$ cat src/rtl/instruction_fetch.sv
// picoMips instruction fetch: owns the PC, drives the synchronous ROM address,
// and holds on HEI until the synchronised, debounced SW8 reaches the requested level.
module instruction_fetch #(
   parameter int PROG_LEN    = 28,
   parameter int ADDR_W      = 5,
   parameter int INSTR_W     = 10,
   parameter int SYNC_STAGES = 2,
   parameter int DEBOUNCE    = 4,
   parameter int OP_HEI      = 'h3E
) (
   input  logic               Clock,
   input  logic               Reset,
   input  logic [INSTR_W-1:0] Instruction,
   input  logic               SW8,
   input  logic               Stall,
   output logic [ADDR_W-1:0]  Addr,
   output logic [INSTR_W-1:0] Ir,
   output logic               IrValid,
   output logic [ADDR_W-1:0]  Pc,
   output logic               Waiting,
   output logic [1:0]         dbg_state
);

   localparam int OPC_W = INSTR_W - 4;
   localparam int CNT_W = (DEBOUNCE > 1) ? $clog2(DEBOUNCE) : 1;
   localparam logic [ADDR_W-1:0] LAST_PC = ADDR_W'(PROG_LEN - 1);
   localparam logic [CNT_W-1:0]  DB_LAST = CNT_W'(DEBOUNCE - 1);
   localparam logic [OPC_W-1:0]  HEI_OPC = OPC_W'(OP_HEI);

   typedef enum logic [1:0] {
      S_FILL = 2'd0,
      S_RUN  = 2'd1,
      S_WAIT = 2'd2
   } state_t;

   state_t                 state_q, state_d;
   logic [ADDR_W-1:0]      pc_q, pc_d, pc_inc;
   logic [SYNC_STAGES-1:0] sync_q, sync_d;
   logic                   sw_db_q, sw_db_d;
   logic [CNT_W-1:0]       db_cnt_q, db_cnt_d;
   logic                   synced;
   logic                   is_hei;
   logic                   cond_met;
   logic                   hei_unmet;

   // sync_q[0] is the metastability-exposed stage; the last stage feeds the debouncer.
   always_comb begin
      sync_d    = sync_q;
      sync_d[0] = SW8;
      for (int i = 1; i < SYNC_STAGES; i++) begin
         sync_d[i] = sync_q[i-1];
      end
   end

   assign synced = sync_q[SYNC_STAGES-1];

   always_comb begin
      sw_db_d  = sw_db_q;
      db_cnt_d = db_cnt_q;
      if (synced == sw_db_q) begin
         db_cnt_d = '0;
      end else if (db_cnt_q == DB_LAST) begin
         sw_db_d  = ~sw_db_q;
         db_cnt_d = '0;
      end else begin
         db_cnt_d = db_cnt_q + CNT_W'(1);
      end
   end

   // HEI operand bit names the level being left: HEI 0 waits for SW8=1, HEI 1 for SW8=0.
   assign is_hei    = (Instruction[INSTR_W-1:4] == HEI_OPC);
   assign cond_met  = (sw_db_q != Instruction[0]);
   assign hei_unmet = is_hei && !cond_met;
   assign pc_inc    = (pc_q == LAST_PC) ? '0 : pc_q + ADDR_W'(1);

   always_comb begin
      state_d = state_q;
      pc_d    = pc_q;
      Addr    = pc_q;
      IrValid = 1'b0;
      Waiting = 1'b0;
      case (state_q)
         S_FILL: begin
            state_d = S_RUN;
         end
         S_RUN: begin
            IrValid = !hei_unmet;
            Waiting = hei_unmet;
            if (Stall) begin
               state_d = S_RUN;
            end else if (hei_unmet) begin
               state_d = S_WAIT;
            end else begin
               Addr = pc_inc;
               pc_d = pc_inc;
            end
         end
         S_WAIT: begin
            Waiting = 1'b1;
            if (!Stall && cond_met) begin
               Addr    = pc_inc;
               pc_d    = pc_inc;
               state_d = S_RUN;
            end
         end
         default: begin
            state_d = S_FILL;
         end
      endcase
   end

   always_ff @(posedge Clock or posedge Reset) begin
      if (Reset) begin
         state_q  <= S_FILL;
         pc_q     <= '0;
         sync_q   <= '0;
         sw_db_q  <= 1'b0;
         db_cnt_q <= '0;
      end else begin
         state_q  <= state_d;
         pc_q     <= pc_d;
         sync_q   <= sync_d;
         sw_db_q  <= sw_db_d;
         db_cnt_q <= db_cnt_d;
      end
   end

   assign Ir        = Instruction;
   assign Pc        = pc_q;
   assign dbg_state = state_q;

endmodule

$ cat config.mk
export PLATFORM = sky130hd
export DESIGN_NAME = instruction_fetch
export DESIGN_NICKNAME = d
export VERILOG_FILES = /design/src/rtl/instruction_fetch.sv
export SDC_FILE = /design/constraint.sdc
export NUM_CORES = 1
export LEC_CHECK = 0
export CORE_MARGIN = 2
export CORE_UTILIZATION = 44
export CTS_BUF_LIST = sky130_fd_sc_hd__clkbuf_16
export CTS_CLUSTER_SIZE = 12
export DETAILED_ROUTE_END_ITERATION = 8
export PLACE_DENSITY_LB_ADDON = 0.1
export SLEW_MARGIN = 20
export SYNTH_ARGS = -nofsm -noshare
export SYNTH_HDL_FRONTEND = slang
export SYNTH_SLANG_ARGS = --single-unit
$ cat constraint.sdc
create_clock -name Clock -period 5.4 [get_ports Clock]
set_input_delay 1.08 -clock Clock [delete_from_list [all_inputs] [get_ports Clock]]
set_output_delay 1.08 -clock Clock [all_outputs]
set_load 0.02 [all_outputs]
Run 1, signal wires by layer:
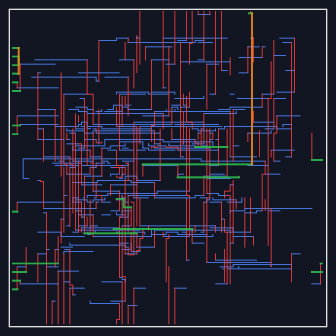
- metal 1: blue (wire length 928 um)
- metal 2: red (wire length 985 um)
- metal 4: orange (wire length 27.9 um)
- metal 3: green (wire length 80.5 um)
DRT Wirelength: 2021 um
Avg WL per Cell: 13.84 um
Via Count: 810
GRT Util Overall: 17.21%

Run 1, gate families picked out:
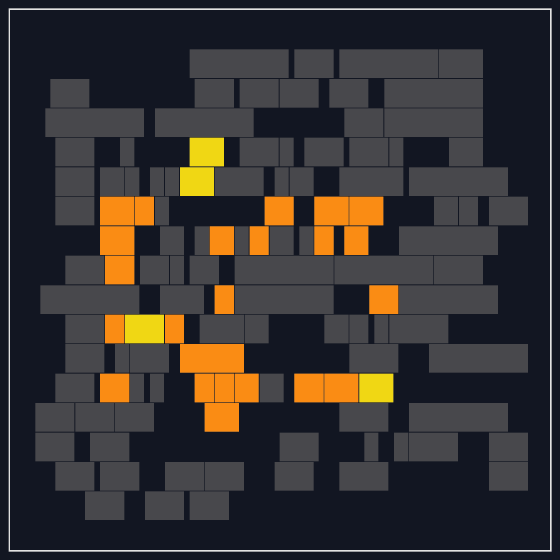
- inverting AOI/OAI gates: orange (cells 23; most used o21ai_0)
- AND-OR and OR-AND gates: yellow (cells 4; most used a22o_1)
final std cells w/o fill: 146
Top cell excl fill/tap: clkdlybuf4s50_1
Comb/total area: 40.76%

==> Slide: Implementation Results, run 1 <==
Key Metrics from the Run

Run status
  • Outcome: finished clean

Timing
  • WHS: 0.3500 ns
  • Max Clk Rate: 231.3 MHz
  • RSZ-0062 raised after global routing: false
  • Slew Limit Fails: 0
  • Final Hold Vio Count: 0
  • Final worst setup slack: around 1.1 ns
  • Final setup viols: 0
  • Post-layout min period: 4.323 ns

Power and ir drop
  • Power after layout: 626.2 uW
  • Leak: 0.5123 nW

Critical path
  • Worst reg2reg path endpoint: Pc[0]
  • Most frequent CP cell: clkdlybuf4s50_1
  • R2R Setup Slk: between 3 and 4 ns
  • CP endpoint: Addr[3]
  • CP Buf/Inv Count: 2
  • Crit-path max FO: 9
  • Crit path DAT: 3.24 ns
  • Cells along the critical path: clkdlybuf4s50_1 -> xnor2_2 -> and4_4 -> o41ai_1 -> a31oi_1 -> clkdlybuf4s50_1
  • Crit path largest cell delay: 0.64 ns

Layout
  • Final Util: 63.19%
  • Fin nets: between 100 and 150
  • Most numerous logic cells after layout: clkdlybuf4s50_1, dfrtp_1, nand2_1, inv_1, ha_1
  • Share of cells above drive strength 1: 9.244%
  • Area grow syn2layout: 35.45%
  • Fin area: 1252 sq um

Yosys
  • Mapped Cells: between 90 and 100
  • Top-count cell post-synth: dfrtp_1
  • Yosys warning total: 0
  • Chip area estimate from yosys synthesis: between 900 and 1000 sq um
  • Top post-synthesis cells by count: dfrtp_1, buf_4, nand2_1
  • Largest cells by area after synthesis: dfrtp_1, buf_4, ha_1
  • Area leader, netlist: dfrtp_1
  • Syn Area/Cell: about 9.3 sq um
  • Top-area cell share: 32.48%
  • Ys cells: 99

Clocking
  • Clk root buf: clkbuf_16
  • CTS tree: done
  • Clock slew at reported path FFs: 0.04 ns

Placed design
  • Worst slack at placement: around 1.1 ns
  • Inst Count DP: 143
  • Global placer's final weighted congestion: 0.8038
  • Hpwl dp: ~1500 um

Routing
  • Drc violations: 0
  • Routed Antenna Nets: 0

Flow run
  • Max capacitance violation total: 0
  • Tool Warnings: 29

Die
  • Core area: 1982 sq um
  • Die X: 49.84 um
  • Chip area: 2484 sq um

GRT
  • Vias in the first global route: between 700 and 800
Run 1, I/O nets highlighted:
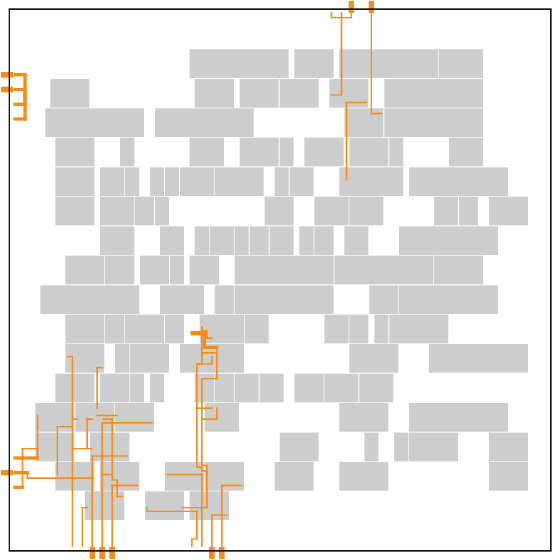
- Ir: orange (bits 10; direction output; edge 5 south, 3 west, 2 north; end cells 0; buffers 14; wire 222 um)
io pins: 38
port bufs: 31

Run 1, clock nets:
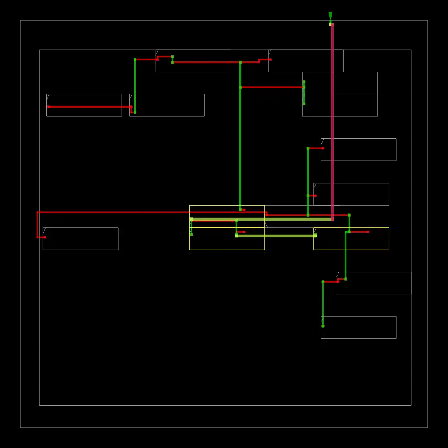
Num CTS Buffers: 3
Clock Sinks: 12
clock buf count: 3
Clock Power: 132 uW
Clock Skew: 0.001976 ns

## run 1: sequential cells by signal (all words and copies together), names as in the netlist
register	cells
Pc	5
db_cnt_q	2
dbg_state	2
sync_q	2
sw_db_q	1
## run 1: per-layer routing
metal	GRT usage, %	vias up	share of wire (%)
met2	26.89	25	49
met3	3.939	4	4.0
li1	-	393	-
met1	23.62	388	46
met4	5.093	0	1.3
met5	0	-	0
## run 1: final cells by class
class | instances | area, sq um | share of cell area [%]
Timing Repair Buffer | 31 | 310.3 | 24.78
Inverter | 6 | 22.52 | 1.798
Sequential cell | 12 | 300.3 | 23.98
Tap cell | 27 | 33.78 | 2.697
Clock buffer | 3 | 75.07 | 5.994
Multi-Input combinational cell | 67 | 510.5 | 40.76
## run 1: worst min-delay path by stage
stage	to	cells after the start	slack (ns)	from
2_1_floorplan	sync_q[1]	0	0.33	sync_q[0]
3_3_place_gp	sync_q[1]	0	0.33	sync_q[0]
3_5_place_dp	sync_q[1]	0	0.35	sync_q[0]
4_1_cts	sync_q[1]	0	0.36	sync_q[0]
5_1_grt	sync_q[1]	0	0.36	sync_q[0]
6_report	sync_q[1]	0	0.35	sync_q[0]
## run 1: cells by family (layout without fill, tap and decap cells)
kind of cell,after synthesis,after routing,synth area share (%)
multiplexers,5,5,6.224
adder cells (fa/ha/maj),6,6,8.119
AND-OR/OR-AND,27,27,21.79
flip-flops,12,12,32.48
XOR/XNOR,2,2,2.707
buffers and inverters,20,40,12.31
AND/OR/NAND/NOR,27,27,16.38
## run 1: report_power, final
part	total, mW	switching, mW	internal (mW)
Sequential	0.164	0.0435	0.121
Clock	0.132	0.0357	0.0962
Combinational	0.330	0.173	0.157
Total	0.626	0.252	0.374
Run 1, clock network drawn from the DEF:
The bar under the picture is 10 um long.
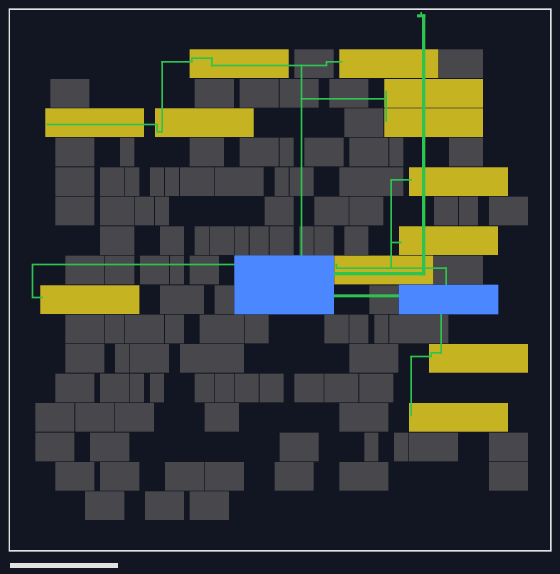

## Run 2: what changed since run 1
Settings changed: CORE_UTILIZATION 44 to 42.
Clock period 5.4 ns to 4.1 ns, I/O delays scaled along.
Run 2, clock network drawn from the DEF:
The bar under the picture is 20 um long.
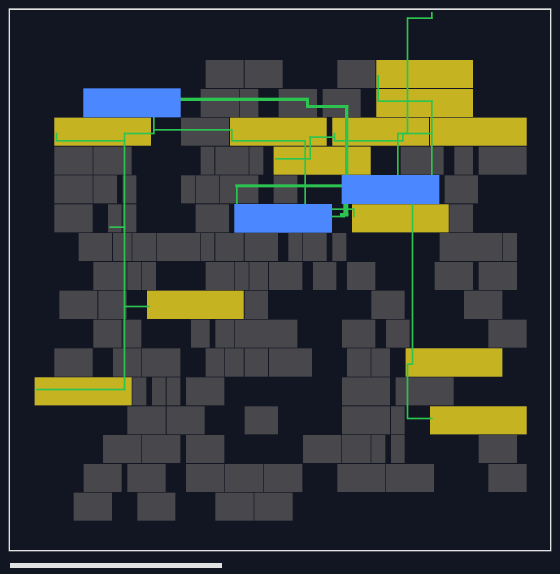
- flip-flops: yellow (count 12)
- clock wires: green (length 212 um)
- clock drivers: blue (count 3)
- routed clock nets: 4
Clock Skew: 0.004584 ns
Clk network pwr share: 21.7%
Clock Power: 181 uW

==> Slide: Implementation Results, run 2 <==
Key Metrics from the Run

Layout
  • N_diodes: 0
  • Fin area: 1256 sq um (+0.30%)
  • Area grow syn2layout: 35.86%
  • Share of cells above drive strength 1: 9.167% (-0.077 points)
  • Fin nets: 141 (unchanged)
  • Final std cells w/o fill: 147 (+0.68%)
  • Top cell excl fill/tap: clkdlybuf4s50_1
  • Final Util: 62.13% (-1.1 points)
  • Most numerous logic cells after layout: clkdlybuf4s50_1, dfrtp_1, nand2_1, inv_1, ha_1
  • Max reg flops: 5 (unchanged)

Flow run
  • Tool Warnings: 29 (unchanged)
  • Max capacitance violation total: 0 (unchanged)

Critical path
  • Most frequent CP cell: clkdlybuf4s50_1
  • Crit-path max FO: 9 (unchanged)
  • Cells along the critical path: clkdlybuf4s50_1 -> xnor2_2 -> a41oi_2 -> mux2i_1 -> a221o_1 -> clkdlybuf4s50_1
  • CP delay by family, top: buffers and inverters
  • Crit path largest cell delay: 0.55 ns (-0.09 ns)
  • Critical path capture point type: output pin
  • CP Buf/Inv Count: 2 (unchanged)
  • Crit path DAT: 2.94 ns (-0.30 ns)
  • Crit-path slowest cell: clkdlybuf4s50_1

Power and ir drop
  • Switching Share: 40.57% (+0.33 points)
  • Leak: 0.5139 nW (+0.31%)
  • Internal power: 495.8 uW (+32%)
  • Comb pwr share: 52.3% (-0.4 points)
  • Power after layout: 834.2 uW (+33%)
  • Switching power: 338.4 uW (+34%)
  • Sequential power share: 26.0% (-0.2 points)

Routing
  • Number of vias per cell: about 5.5
  • Routed Antenna Nets: 0 (unchanged)
  • Via Count: 812 (+0.25%)
  • DRT Wirelength: 2095 um (+3.7%)
  • Drc violations: 0 (unchanged)
  • Avg WL per Cell: 14.25 um (+3.0%)

Yosys
  • Ys cells: 99 (unchanged)
  • Top post-synthesis cells by count: dfrtp_1, buf_4, nand2_1
  • Yosys warning total: 0 (unchanged)
  • Area leader, netlist: dfrtp_1
  • Top-area cell share: 32.48% (unchanged)
  • Flip-flops with a built-in enable: 0
  • Top-count cell post-synth: dfrtp_1
  • Ys flops: 12
  • Most common reg cell: dfrtp_1
  • Chip area estimate from yosys synthesis: 924.6 sq um (unchanged)
  • Unique cell types: 38
  • Largest cells by area after synthesis: dfrtp_1, buf_4, ha_1
  • Syn Area/Cell: 9.340 sq um (unchanged)
  • Mapped Cells: 99 (unchanged)

Timing
  • RSZ-0062 raised after global routing: false
  • Final Hold Vio Count: 0 (unchanged)
  • Post-layout min period: about 3.8 ns
  • WHS: 0.3524 ns (+0.002460 ns)
  • Max Clk Rate: 266.2 MHz
  • Slew Limit Fails: 0 (unchanged)
  • Final worst setup slack: 0.3432 ns (-0.7341 ns)
  • Final setup viols: 0 (unchanged)
  • Slew headroom: 68.67%
  • Period utilisation layout: 91.63%

Placed design
  • Port bufs: 31 (unchanged)
  • Inst Count DP: 143 (unchanged)
  • DP Area: 1177 sq um
  • Global placer's final weighted congestion: 0.8053 (+0.19%)
  • Hpwl dp: 1526 um (+2.9%)
  • Worst slack at placement: 0.3263 ns (-0.7728 ns)

Die
  • Io pins: 38 (unchanged)
  • Die X: 50.92 um (+2.2%)
  • Starting Density: 45.73%
  • Chip area: 2593 sq um (+4.4%)
  • Std cell rows: 16
  • Core area: 2022 sq um (+2.0%)

Clocking
  • CTS tree: done
  • PostCTS Resize Cnt: 0
  • Clock Path Buffers: 2
  • Clk root buf: clkbuf_16
  • Clock slew at reported path FFs: 0.04 ns (about the same)
  • Clock Sinks: 12 (unchanged)
  • Num CTS Buffers: 3 (unchanged)

Run status
  • Outcome: finished clean

GRT
  • Antenna violations before repair: 0
  • Vias in the first global route: 808 (+11%)
  • GRT Util Overall: 18.21% (+1.0 points)
Run 2, clock nets:
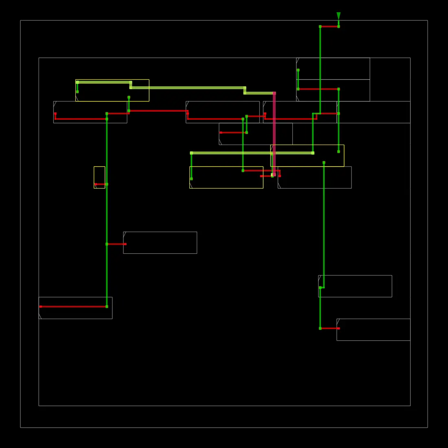
Latency at later pin: 0.24 ns
Seq cells: 12

[run 2: cell counts after synthesis]
Identical to the previous run, type by type.
[run 2: power groups by stage]
stage	registers, mW	clock network (mW)	logic (mW)
after detailed placement	0.215	0	0.436
final	0.217	0.181	0.436
after CTS	0.215	0.185	0.439
after global routing	0.223	0.189	0.479
after floorplan	0.236	0	0.247
after global placement	0.215	0	0.428
[run 2: path summary, 6_finish.rpt]
path | from | endpoint | slack (ns) | cells past startpoint
max | Instruction[0] | Addr[4] | 0.34 | 6
min | sync_q[0] | sync_q[1] | 0.35 | 0
max reg2reg | dbg_state[1] | Pc[1] | 2.33 | 6
min reg2reg | sync_q[0] | sync_q[1] | 0.35 | 0
max in group asynchronous | Reset | db_cnt_q[0] | 2.88 | 2
min in group asynchronous | Reset | sw_db_q | 0.90 | 2
[run 2: metal layers]
metal	vias to the layer above	share of wire [%]	global-route usage, %
met5	-	0	0
met4	0	0.48	5.856
met2	23	51	30.95
met3	2	4.7	4.971
met1	386	44	22.10
li1	401	-	-
[run 2: kinds of logic (layout without fill, tap and decap cells)]
family          count (synthesis)  after routing  share of synthesized area, %
flops                          12             12                         32.48
compound gates                 27             27                         21.79
fa+ha+maj                       6              6                         8.119
simple gates                   27             27                         16.38
xor+xnor                        2              2                         2.707
buf+inv                        20             41                         12.31
mux                             5              5                         6.224
[run 2: cell type report]
| class | instances | area [sq um] |
|---|---|---|
| tap | 27 | 33.78 |
| sequential | 12 | 300.3 |
| inverter | 6 | 22.52 |
| fill | 161 | 765.7 |
| multi-input combinational | 67 | 510.5 |
| clock inverter | 1 | 3.754 |
| clock buffer | 3 | 75.07 |
| timing repair buffer | 31 | 310.3 |
Run 2, signal wires by layer:
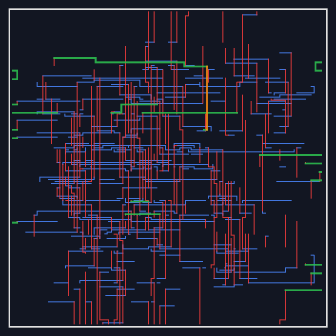

## Run 3: what changed since run 2
Settings changed: CORE_MARGIN 2 to not set.
Run 3, signal wires by layer:
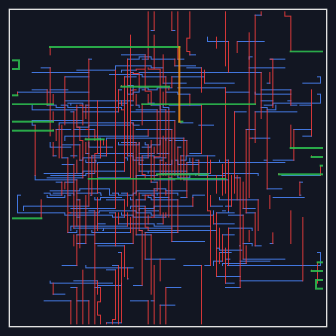
- metal 4: orange (wire length 11.6 um)
- metal 1: blue (wire length 941 um)
- metal 2: red (wire length 1,010 um)
- metal 3: green (wire length 127 um)
DRT Wirelength: 2093 um
Avg WL per Cell: 14.24 um
Via Count: 820
GRT Util Overall: 20.16%

==> Slide: Implementation Results, run 3 <==
Key Metrics from the Run

Timing
  • Slew headroom: 68.88% (+0.21 points)
  • Period utilisation layout: 92.96% (+1.3 points)
  • Max Clk Rate: 262.4 MHz (-1.4%)
  • Final worst setup slack: 0.2887 ns (-0.05448 ns)
  • WHS: 0.3498 ns (-0.002690 ns)
  • Slew Limit Fails: 0 (unchanged)
  • Final setup viols: 0 (unchanged)
  • RSZ-0062 raised after global routing: false
  • Post-layout min period: 3.811 ns (+0.05448 ns)

Die
  • Starting Density: 45.73% (unchanged)
  • Chip area: 2393 sq um (-7.7%)
  • Io pins: 38 (unchanged)
  • Std cell rows: 16 (unchanged)

Yosys
  • Multiplexer share: 6.225% (unchanged)
  • Top-area cell share: 32.48% (unchanged)
  • Yosys adder share: 8.119% (unchanged)
  • Syn Area/Cell: 9.340 sq um (unchanged)
  • Simple share: 16.37% (unchanged)
  • Top post-synthesis cells by count: dfrtp_1, buf_4, nand2_1
  • Ys flops: 12 (unchanged)
  • Mapped Cells: 99 (unchanged)
  • Ys cells: 99 (unchanged)
  • Largest cells by area after synthesis: dfrtp_1, buf_4, ha_1
  • Most common reg cell: dfrtp_1
  • Chip area estimate from yosys synthesis: 924.6 sq um (unchanged)

Critical path
  • Crit path DAT: 2.99 ns (+0.05 ns)
  • Reg2reg path depth: 6 (unchanged)
  • Critical path capture point type: output pin
  • Launch point of the worst reg-to-reg path: dbg_state[1]

Power and ir drop
  • Comb pwr share: 52.3% (about the same)
  • Power after layout: 836.1 uW (+0.23%)
  • Internal power: 495.7 uW (about the same)
  • Leak: 0.5139 nW (unchanged)
  • Switching Share: 40.71% (+0.14 points)
  • Switching power: 340.4 uW (+0.58%)

GRT
  • Antenna violations before repair: 0 (unchanged)
  • GRT met2 Usage: 31.02% (+0.066 points)
  • Busiest grt layer: met2
  • Met1 usage: 25.63% (+3.5 points)
  • M3 GR Usage: 7.165% (+2.2 points)

Clocking
  • Clock Sinks: 12 (unchanged)
  • Latency at later pin: 0.24 ns (about the same)
  • Clock slew at reported path FFs: 0.04 ns (about the same)
  • Clock Path Buffers: 2 (unchanged)
  • PostCTS Resize Cnt: 0 (unchanged)
  • CTS tree: done

Run status
  • Outcome: finished clean

Layout
  • Final Util: 62.13% (unchanged)
  • Top cell excl fill/tap: clkdlybuf4s50_1
  • Fin area: 1256 sq um (unchanged)
  • Share of cells above drive strength 1: 9.167% (unchanged)
  • Fin nets: 141 (unchanged)

Routing
  • Routed Antenna Nets: 0 (unchanged)
  • Drc violations: 0 (unchanged)
  • Number of vias per cell: 5.578 (+0.99%)

Placed design
  • Inst Count DP: 143 (unchanged)
  • Global placer's final weighted congestion: 0.7655 (-4.9%)
  • Worst slack at placement: 0.3322 ns (+0.005902 ns)
  • Hpwl dp: 1507 um (-1.3%)
  • DP Area: 1177 sq um (unchanged)

Worst hold path
  • Hold path startpoint: sync_q[0]
  • Hold Path End: sync_q[1]

Flow run
  • Tool Warnings: 29 (unchanged)
  • Max capacitance violation total: 0 (unchanged)
Run 3, clock network drawn from the DEF:
The bar under the picture is 10 um long.
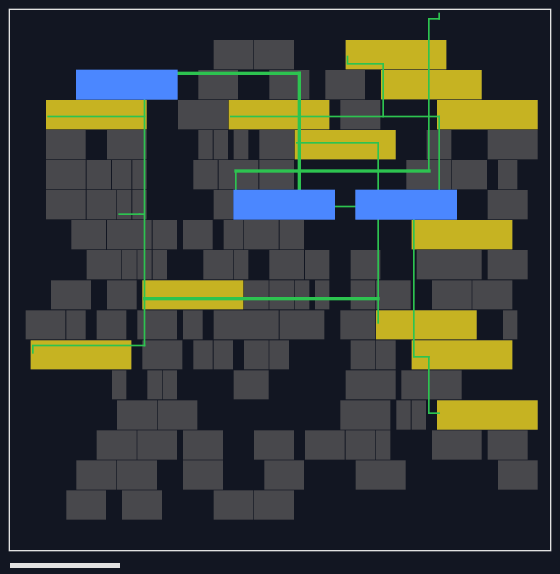
- clock drivers: blue (count 3)
- flip-flops: yellow (count 12)
- clock wires: green (length 220 um)
- routed clock nets: 4
Clock Skew: 0.006520 ns
Clk network pwr share: 21.8%
Clock Power: 183 uW

==> run 3: cell counts in the layout (fill, tap and decap cells not counted) <==
No cell type changed its count.
==> run 3: kinds of logic after synthesis <==
| logic type | Yosys count |
|---|---|
| flops | 12 |
| buf+inv | 20 |
| mux | 5 |
| simple gates | 27 |
| compound gates | 27 |
| xor+xnor | 2 |
| fa+ha+maj | 6 |
==> run 3: power groups by stage <==
stage,sequential (mW),clock [mW],combinational (mW)
floorplan,0.236,0,0.247
global route,0.224,0.192,0.475
global placement,0.215,0,0.426
CTS,0.215,0.187,0.439
finish,0.216,0.183,0.437
detailed placement,0.216,0,0.434
==> run 3: worst max path at each step <==
| stage | from | depth (start not counted) | slack, ns | endpoint |
|---|---|---|---|---|
| 2_1_floorplan | Instruction[0] | 4 | 1.34 | Addr[3] |
| 3_3_place_gp | Instruction[0] | 6 | 0.35 | Addr[3] |
| 3_5_place_dp | Instruction[0] | 6 | 0.33 | Addr[3] |
| 4_1_cts | Instruction[0] | 6 | 0.29 | Addr[3] |
| 5_1_grt | Instruction[0] | 6 | 0.20 | Addr[3] |
| 6_report | Instruction[0] | 6 | 0.29 | Addr[3] |
==> run 3: per-layer routing <==
metal	up-vias	part of all wire, %
met2	24	48
li1	398	-
met3	2	6.1
met4	0	0.53
met1	396	45
met5	-	0
==> run 3: worst max-delay path, cell delays in order <==
cell and delay (ns):
clkdlybuf4s50_1 0.46, xnor2_2 0.37, and4_4 0.33, o41ai_1 0.08, a31oi_1 0.27, clkdlybuf4s50_1 0.65
==> run 3: cell type report <==
cell class	count	area share (%)
Sequential cell	12	23.90
Multi-Input combinational cell	67	40.64
Timing Repair Buffer	31	24.70
Clock buffer	3	5.976
Inverter	6	1.793
Clock inverter	1	0.2988
Tap cell	27	2.689
No activity file was given, so power comes from the tool's default toggle rates.
